[src/rtl/uart_pkg.sv]
// Shared UART definitions used by the RX sampler, the TX side and the baud-generator math.
package uart_pkg;

   localparam int c_OVERSAMPLE = 3;

   typedef enum logic [2:0] {
      IDLE,
      START,
      DATA,
      STOP,
      BREAK
   } uart_state_t;

endpackage

[src/rtl/uart_rx_3x_sampler_if.sv]
// Byte-level output bus from the UART receiver toward the RX FIFO.
interface uart_rx_3x_sampler_if #(
   parameter int c_DATABITS = 8
);
   logic [c_DATABITS-1:0] o_data;
   logic                  o_write;
   logic                  o_frame_error;
   logic                  o_overrun;
   logic                  o_busy;
   logic                  i_full;

   modport master (
      output o_data, o_write, o_frame_error, o_overrun, o_busy,
      input  i_full
   );

   modport slave (
      input  o_data, o_write, o_frame_error, o_overrun, o_busy,
      output i_full
   );
endinterface

[src/rtl/sync_ff.sv]
// Multi-stage synchronizer for asynchronous single-bit inputs, with a selectable reset value.
module sync_ff #(
   parameter int   c_STAGES    = 2,
   parameter logic c_RESET_VAL = 1'b0
) (
   input  logic i_clock,
   input  logic i_resetn,
   input  logic i_d,
   output logic o_q
);

   logic [c_STAGES-1:0] stage_q;

   always_ff @(posedge i_clock or negedge i_resetn) begin
      if (!i_resetn) begin
         stage_q <= {c_STAGES{c_RESET_VAL}};
      end else begin
         stage_q <= {stage_q[c_STAGES-2:0], i_d};
      end
   end

   assign o_q = stage_q[c_STAGES-1];

endmodule

[src/rtl/uart_rx_3x_sampler.sv]
// 8N1 UART receiver front end: 3x oversampled on i_tick, emits each byte as a one-cycle FIFO write.
//
//   state | meaning
//   IDLE  | line idle, waiting for a low sample
//   START | low seen; next tick confirms or rejects the start bit
//   DATA  | sampling data bits mid-bit, LSB first
//   STOP  | waiting for the stop-bit sample
//   BREAK | stop bit was low; wait for the line to go high
module uart_rx_3x_sampler
   import uart_pkg::*;
#(
   parameter int c_DATABITS   = 8,
   parameter int c_SYNCSTAGES = 2
) (
   input  logic                  i_clock,
   input  logic                  i_resetn,
   input  logic                  i_tick,
   input  logic                  i_rx,
   uart_rx_3x_sampler_if.master  bus
);

   localparam int               c_BITW     = $clog2(c_DATABITS);
   localparam logic [1:0]       c_PH_LAST  = 2'(c_OVERSAMPLE - 1);
   localparam logic [c_BITW-1:0] c_BIT_LAST = c_BITW'(c_DATABITS - 1);

   uart_state_t            state_q;
   logic [1:0]             phase_q;
   logic [c_BITW-1:0]      bit_q;
   logic [c_DATABITS-1:0]  shift_q;
   logic [c_DATABITS-1:0]  data_q;
   logic                   write_q;
   logic                   frame_err_q;
   logic                   overrun_q;
   logic                   rx_s;

   sync_ff #(
      .c_STAGES    (c_SYNCSTAGES),
      .c_RESET_VAL (1'b1)
   ) u_sync_rx (
      .i_clock  (i_clock),
      .i_resetn (i_resetn),
      .i_d      (i_rx),
      .o_q      (rx_s)
   );

   always_ff @(posedge i_clock or negedge i_resetn) begin
      if (!i_resetn) begin
         state_q     <= IDLE;
         phase_q     <= '0;
         bit_q       <= '0;
         shift_q     <= '0;
         data_q      <= '0;
         write_q     <= 1'b0;
         frame_err_q <= 1'b0;
         overrun_q   <= 1'b0;
      end else begin
         write_q     <= 1'b0;
         frame_err_q <= 1'b0;
         overrun_q   <= 1'b0;
         if (i_tick) begin
            case (state_q)
               IDLE: begin
                  if (!rx_s) begin
                     state_q <= START;
                     phase_q <= '0;
                  end
               end
               START: begin
                  if (rx_s) begin
                     state_q <= IDLE;
                  end else begin
                     state_q <= DATA;
                     phase_q <= '0;
                     bit_q   <= '0;
                  end
               end
               DATA: begin
                  // Sampling on the wrap keeps each sample one full bit after the mid-start sample.
                  if (phase_q == c_PH_LAST) begin
                     phase_q <= '0;
                     shift_q <= {rx_s, shift_q[c_DATABITS-1:1]};
                     if (bit_q == c_BIT_LAST) begin
                        state_q <= STOP;
                     end else begin
                        bit_q <= bit_q + 1'b1;
                     end
                  end else begin
                     phase_q <= phase_q + 1'b1;
                  end
               end
               STOP: begin
                  if (phase_q == c_PH_LAST) begin
                     phase_q <= '0;
                     if (!rx_s) begin
                        frame_err_q <= 1'b1;
                        state_q     <= BREAK;
                     end else begin
                        state_q <= IDLE;
                        if (bus.i_full) begin
                           overrun_q <= 1'b1;
                        end else begin
                           write_q <= 1'b1;
                           data_q  <= shift_q;
                        end
                     end
                  end else begin
                     phase_q <= phase_q + 1'b1;
                  end
               end
               BREAK: begin
                  if (rx_s) begin
                     state_q <= IDLE;
                  end
               end
               default: state_q <= IDLE;
            endcase
         end
      end
   end

   assign bus.o_data        = data_q;
   assign bus.o_write       = write_q;
   assign bus.o_frame_error = frame_err_q;
   assign bus.o_overrun     = overrun_q;
   assign bus.o_busy        = (state_q != IDLE);

endmodule

[src/flat_wrapper.sv]
// flat-port wrapper written by rule: the top's interface ports become plain ports
module uart_rx_3x_sampler_flat import uart_pkg::*;
#(
   parameter int c_DATABITS   = 8,
   parameter int c_SYNCSTAGES = 2
)
  (i_clock, i_resetn, i_tick, i_rx, bus_o_data, bus_o_write, bus_o_frame_error, bus_o_overrun, bus_o_busy, bus_i_full);
  uart_rx_3x_sampler_if #(.c_DATABITS(c_DATABITS)) bus_i ();
  input  logic i_clock;
  input  logic i_resetn;
  input  logic i_tick;
  input  logic i_rx;
  output wire logic [$bits(bus_i.o_data)-1:0] bus_o_data;
  output wire logic [$bits(bus_i.o_write)-1:0] bus_o_write;
  output wire logic [$bits(bus_i.o_frame_error)-1:0] bus_o_frame_error;
  output wire logic [$bits(bus_i.o_overrun)-1:0] bus_o_overrun;
  output wire logic [$bits(bus_i.o_busy)-1:0] bus_o_busy;
  input wire logic [$bits(bus_i.i_full)-1:0] bus_i_full;
  assign bus_o_data = bus_i.o_data;
  assign bus_o_write = bus_i.o_write;
  assign bus_o_frame_error = bus_i.o_frame_error;
  assign bus_o_overrun = bus_i.o_overrun;
  assign bus_o_busy = bus_i.o_busy;
  assign bus_i.i_full = bus_i_full;
  uart_rx_3x_sampler #(.c_DATABITS(c_DATABITS), .c_SYNCSTAGES(c_SYNCSTAGES)) u_core (.i_clock(i_clock), .i_resetn(i_resetn), .i_tick(i_tick), .i_rx(i_rx), .bus(bus_i));
endmodule
[config.mk]
export PLATFORM = sky130hd
export DESIGN_NAME = uart_rx_3x_sampler_flat
export DESIGN_NICKNAME = d
export VERILOG_FILES = /design/src/rtl/uart_pkg.sv /design/src/rtl/uart_rx_3x_sampler_if.sv /design/src/rtl/sync_ff.sv /design/src/rtl/uart_rx_3x_sampler.sv /design/src/flat_wrapper.sv
export SDC_FILE = /design/constraint.sdc
export NUM_CORES = 1
export LEC_CHECK = 0
export CAP_MARGIN = 20
export CORE_MARGIN = 8
export CORE_UTILIZATION = 47
export CTS_CLUSTER_SIZE = 20
export DETAILED_ROUTE_END_ITERATION = 8
export GPL_ROUTABILITY_DRIVEN = 0
export PLACE_DENSITY = 0.73
export SYNTH_ARGS = -nofsm -noshare
export SYNTH_HDL_FRONTEND = slang
export SYNTH_HIERARCHICAL = 1
export SYNTH_SLANG_ARGS = --single-unit
export TNS_END_PERCENT = 20
[constraint.sdc]
create_clock -name i_clock -period 1.6 [get_ports i_clock]
set_input_delay 0.24 -clock i_clock [delete_from_list [all_inputs] [get_ports i_clock]]
set_output_delay 0.24 -clock i_clock [all_outputs]
set_load 0.02 [all_outputs]
Fig. 1: I/O nets highlighted
Scale bar: 20 um.
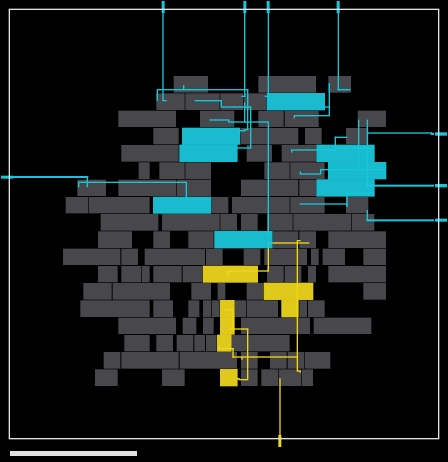
[i_tick] yellow | bits: 1 | direction: input | end cells: 7 | buffers: 3 | wire: 80.3 um
[bus_o_data] cyan | bits: 8 | direction: output | end cells: 8 | buffers: 8 | wire: 276 um
number of I/O pins: 17
PortBufs: 16

Fig. 2: PDN straps and rails
Scale bar: 20 um. Pins as bars on the die edge.
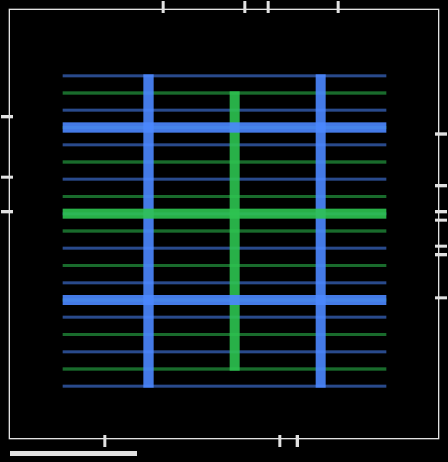
[VSS] blue
[VDD] green
met1 rails: 19
met4 straps: 3
rows: 18
Die Y: 67.5 um
total core area: 2500 um^2
VDD IR max: 1.04 mV
die width: 67.5 um

==> impl_metrics.csv <==
group,metric,value,unit
outcome,outcome,"finished, violations left",
outcome,violations,"negative setup slack",
worst_setup_path,worstPathMaxFanout,5,
logic_synthesis,top_logic_kind,"multiplexers",
worst_setup_path,cp-end-kind,"register",
worst_setup_path,r2r_slack,-0.03,ns
grt,use_met3,4.97,%
logic_synthesis,ys_seq_elements,29,
cells_and_area,drive_above_1_share,43.3,%
sta,timing.final.crit_share,102,%
floorplanning,fp_util,49.8,%
clock_tree,tritoncts,"yes",
run,drv_cap,0,
logic_synthesis,simple_gate_share,11.3,%
grt,gr-total-overflow,0,
logic_synthesis,flop_cell,"dfrtp_1",
logic_synthesis,top_area_cell,"dfrtp_1",
worst_setup_path,crit_path_max_incr_delay,0.41,ns
cells_and_area,syn_to_final_growth,33.6,%
grt,grt_pass1_wl,3530,um
logic_synthesis,ys_top_cells_by_count,"27 x dfrtp_1, 9 x mux2_2, 9 x mux2_4, 4 x nor2_1, 3 x a22o_1",
clock_tree,cts.sinks,29,
sta,tightest_slew,0.353,ns
sta,setup_ws,-0.0299,ns
drt,wirelength,2190,um
placement,placed_cells_incl_taps,140,
floorplanning,num_rows,18,
logic_synthesis,fa_ha_area_share,2.01,%
worst_setup_path,arrival,1.85,ns
logic_synthesis,synthArstFlopShare,100,%
logic_synthesis,yosysWarnings,6,
grt,grt_busiest_layer,"met2",
clock_tree,cts_buffer_depth,2,
sta,finalHoldViolCount,0,
logic_synthesis,synth_stat.cells,83,
worst_setup_path,startpoint_type,"register",
grt,grt_pass1_vias,752,
drt,first_iter_violations,33,
logic_synthesis,syn-num-nets,90,
power,power_density,1360,nW/um^2
drt,vias,771,
clock_tree,cts_root_buffer,"clkbuf_4",
sta,period_needed,1.63,ns
sta,setup-violations-final,8,
logic_synthesis,topCellsByArea,"dfrtp_1 54%, mux2_4 11%, mux2_2 8.1%",
Fig. 3: placed cells, one color a class
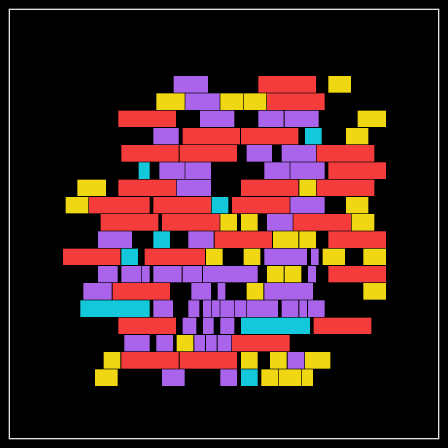
[other buffers and delay cells] yellow | cells: 32 | share of their area: 18%
[all other logic] purple | cells: 51 | share of their area: 31%
[flip-flops] red | cells: 29 | share of their area: 45%
[clock drivers and dummy loads] cyan | cells: 8 | share of their area: 6.3%

Fig. 4: routing congestion map
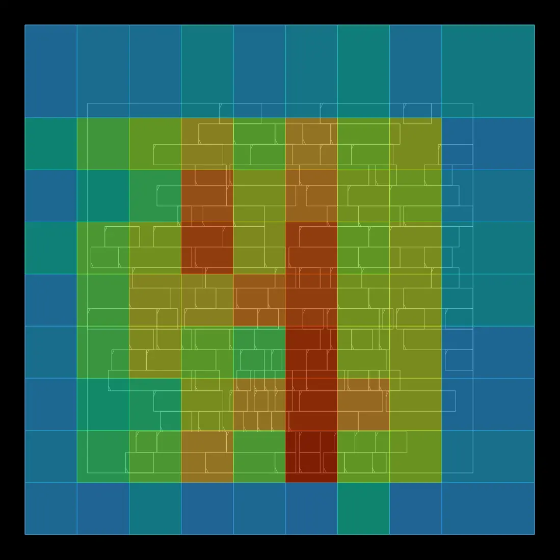
met2 GRT Util: 14.4%
GRT Util Overall: 10.5%
Layout Utilization: 66.6%
drt wl/cell: 14.6 um
met1 global-route usage: 13.2%

-- placed cells by master, fill, tap and decap left out, types with 3 or more instances in the layout --
cell,n
dlymetal6s2s_1,3
mux2_2,9
clkbuf_4,5
a22o_1,3
nor2_1,4
dfrtp_1,27
buf_4,14
mux2_4,9
clkdlybuf4s50_1,12
-- layer usage --
| layer | part of all wire, % | vias up |
|---|---|---|
| li1 | - | 371 |
| met1 | 46 | 381 |
| met2 | 47 | 15 |
| met3 | 6.0 | 4 |
| met4 | 1.6 | 0 |
| met5 | 0 | - |
-- worst max-delay path by stage --
stage	startpoint	depth (start not counted)	end
floorplan	u_core/phase_q[0]$_DFFE_PN0P_	5	u_core/bus.o_data[0]$_DFFE_PN0P_
global placement	i_tick	5	u_core/bus.o_data[5]$_DFFE_PN0P_
detailed placement	i_tick	5	u_core/bus.o_data[6]$_DFFE_PN0P_
CTS	u_core/state_q[2]$_DFFE_PN0P_	2	bus_o_busy
global route	u_core/phase_q[0]$_DFFE_PN0P_	5	u_core/bus.o_data[6]$_DFFE_PN0P_
finish	u_core/phase_q[0]$_DFFE_PN0P_	5	u_core/bus.o_data[6]$_DFFE_PN0P_
-- final cells by class --
cell class,count,area [um^2],area share (%)
Timing Repair Buffer,32,290,17.4
Clock buffer,5,37.5,2.25
Inverter,1,3.75,0.225
Multi-Input combinational cell,50,503,30.2
Tap cell,30,37.5,2.25
Clock inverter,3,65.1,3.91
Sequential cell,29,728,43.7
-- report_power, final --
group	switching [mW]	internal (mW)
combinational	0.208	0.308
clock	0.264	0.484
sequential	0.110	0.897
-- worst max-delay path: cells and delay by family, from the launching register on --
family / cells / cell delay, ns
and+or+nand+nor: 3 / 0.64
muxes: 1 / 0.31
DFF: 1 / 0.41
buffers and inverters: 1 / 0.16
Power is estimated from default activity; no workload was simulated.
